Design cntr_sweep_ctrl, sky130hd; sources not shown.
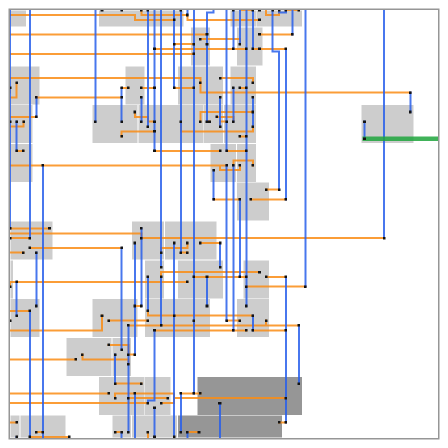
**Above:** a small window of the routed layout.
Region (66, 12) to (96, 42) um. Cells in grey, sequential cells in the stronger grey; small squares are vias.
layer	colour
M3	green
M2	blue
M1	orange
most frequent	xnor2_1 (6), nand2_1 (5), xor2_1 (4)
sequential cells in the window	2
cells with their middle in the window	35

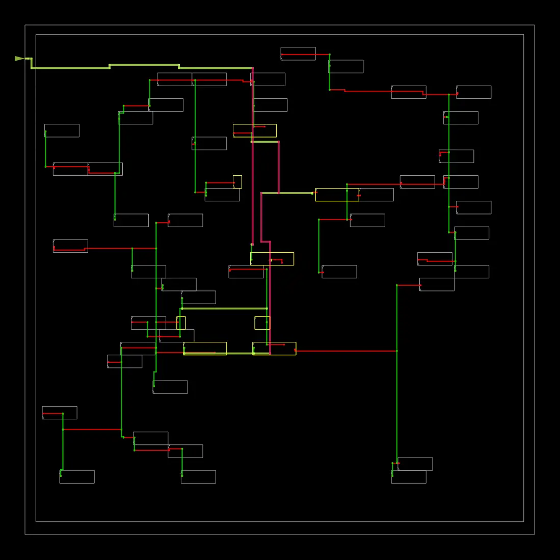
**Above:** clock nets.
skew final: 0.00750 ns
Clk power: 299 uW
flip-flops: 46

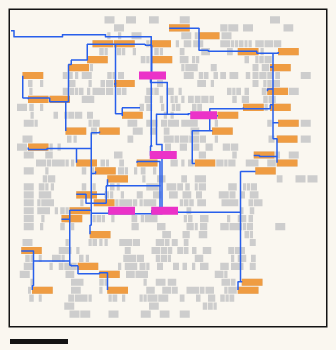
**Above:** clock distribution.
The bar under the picture is 20 um long.
[clock-net drivers] magenta | count: 5
[clock wires] blue | length: 768 um
[flip-flops] orange | count: 46
flops lie	widely spread
clock latency on the worst-skew pair: 0.29 ns
Clock Power Share: 36.9%

==> results.tsv <==
metric	value	unit
status	completed	
cts_tree	done	
gr-usage-met3	2.05	%
routabilityCongestion	0.795	
p_leak	0.00144	uW
groute.usage.overall	16.7	%
edf_count	0	
ys_cells	433	
fp_nets	490	
clk_pin_slew	0.07	ns
top_usage_layer	met2	
initial_core_util	30.4	%
synth.distinct_cells	62	
grt_pass1_vias	3046	
period_minus_slack	3.60	ns
powerDensity	203	mW/mm^2
worst_slew_pin_slew	0.966	ns
ys_seq_share	28.3	%
portBuffers	49	
post_cts_resized	0	
cp-start-kind	input port	
slowest_delay	0.80	ns
path_buffers	1	
rsz0062_at_grt	no	
finalCritPeriodShare	63.2	%
cpLargestDelayFamily	AND-OR/OR-AND gates	
die_w	108	um
layout_setup_ws	2.10	ns
finalSetupViolCount	0	
yosys_warnings	0	
r2r_cells	9	
h-tree-depth	2	
synth_flops	46	
finalHoldViolCount	0	
boundaryPins	50	
placementRows	38	
use_met1	24.7	%
hp-class	reg2reg	
worstPathRequired	5.87	ns
crit_fanout	12	
vias	3132	
grt_use_met2	26.0	%
syn_area	0.00325	mm^2
fmax	0.278	GHz
top_area_cell	dfxtp_1	
maxSlewViolCount	0	
cts.sinks	46	
nFillCells	1161	
tns	0	ns
coreArea	0.0107	mm^2
most_common_cell	nand2_1	
antenna_found_initial	0	
clockRootBuffer	clkbuf_16	
crit_slowest_cell	a21oi_1	
path_class	in2reg	
firstDrtPassIters	5	
flop_cell	dfxtp_1	
maxSlewHeadroom	35.4	%
antenna_cells	0	
ys_top_cells_by_area	dfxtp_1 28%, ha_1 8.1%, nand2_1 7.9%, a21oi_1 6.3%, xnor2_1 5.1%	
place_hpwl	6.95	mm
syn_area_per_cell	7.51	um^2
hold_depth	2	
vias_per_cell	5.12	
drt_iter0_drc	148	
dp_slack	1.82	ns
drc	0	
netlist_instances	433	
cts_buffer_depth	2	
ant_nets	0	
rrSetupSlack	2.64	ns
ys_top_cells_by_count	68 x nand2_1, 46 x dfxtp_1, 41 x a21oi_1	
path_cells	clkdlybuf4s50_1 -> xnor2_1 -> xor2_1 -> nor4_1 -> o311ai_2 -> a21oi_1 -> nand2_1 -> a22oi_1 -> nor2_1	
chipArea	0.0117	mm^2
top_cell_area_share	28.3	%
wire_per_inst	15.1	um
grt_max_degree	40	
post_cts_buffers	0	
finalNetCount	528	
vdd_drop_max	0.000144	V
holdBufCountCts	0	
grt_pass1_wl	15.4	mm
path_depth	9	
drive_gt1_share	5.51	%
gr-total-overflow	0	
-- layout make-up --
type | count | area (um^2) | area share, %
multi-input cells | 340 | 2140 | 53.7
clock inverters | 3 | 18.8 | 0.470
clock buffers | 5 | 125 | 3.13
well taps | 140 | 175 | 4.39
inverters | 26 | 97.6 | 2.44
flip-flops and latches | 46 | 921 | 23.1
repair buffers | 52 | 513 | 12.8
-- kinds of logic (layout without fill, tap and decap cells) --
group           Yosys count  count (layout)  synth area share [%]
mux                       4               4                  1.23
simple gates            183             183                  28.1
compound gates          104             104                  20.9
fa+ha+maj                21              21                  8.08
flops                    46              46                  28.3
buf+inv                  47              86                  5.77
xor+xnor                 28              28                  7.54
-- per-layer routing --
layer	wire (um)	part of all wire (%)	vias up
met1	4800	52	1448
met4	84	0.91	0
li1	-	-	1617
met2	3970	43	60
met5	0	0	-
met3	368	4.0	7
-- stage by stage --
stage / instance area (um^2) / hold slack (ns) / utilization [%] / total power [uW] / cells
floorplan: 3250 / 0.448 / - / 456 / 433
global placement: 3850 / 0.467 / 36.0 / 518 / 604
detailed placement: 3850 / 0.468 / 36.0 / 520 / 604
CTS: 3990 / 0.478 / 37.3 / 824 / 612
global route: 3990 / 0.496 / 37.3 / 860 / 612
finish: 3990 / 0.476 / 37.3 / 811 / 612
-- where the power goes --
group / internal [uW] / switching [uW]
combinational: 69.9 / 94.0
clock: 163 / 136
sequential: 333 / 14.3
-- worst register-to-register path: stages, from the launching register on --
cell,delay (ns)
dfxtp_1,0.46
ha_1,0.29
xor2_1,0.16
or3_1,0.36
nor3_2,0.24
o311ai_2,0.23
a21oi_1,0.80
nand2_1,0.16
a22oi_1,0.19
nor2_1,0.06
-- cells in the final DEF, fill, tap and decap left out, drive strengths merged, types with 8 or more instances in the layout --
| cell type | instances |
|---|---|
| nor3 | 13 |
| a211oi | 8 |
| nor2 | 26 |
| nand4 | 8 |
| ha | 21 |
| xnor2 | 19 |
| a21oi | 42 |
| dfxtp | 46 |
| nand3 | 17 |
| xor2 | 9 |
| o21ai | 16 |
| nand2 | 68 |
| inv | 27 |
| clkdlybuf4s50 | 49 |
No activity file was given, so power comes from the tool's default toggle rates.
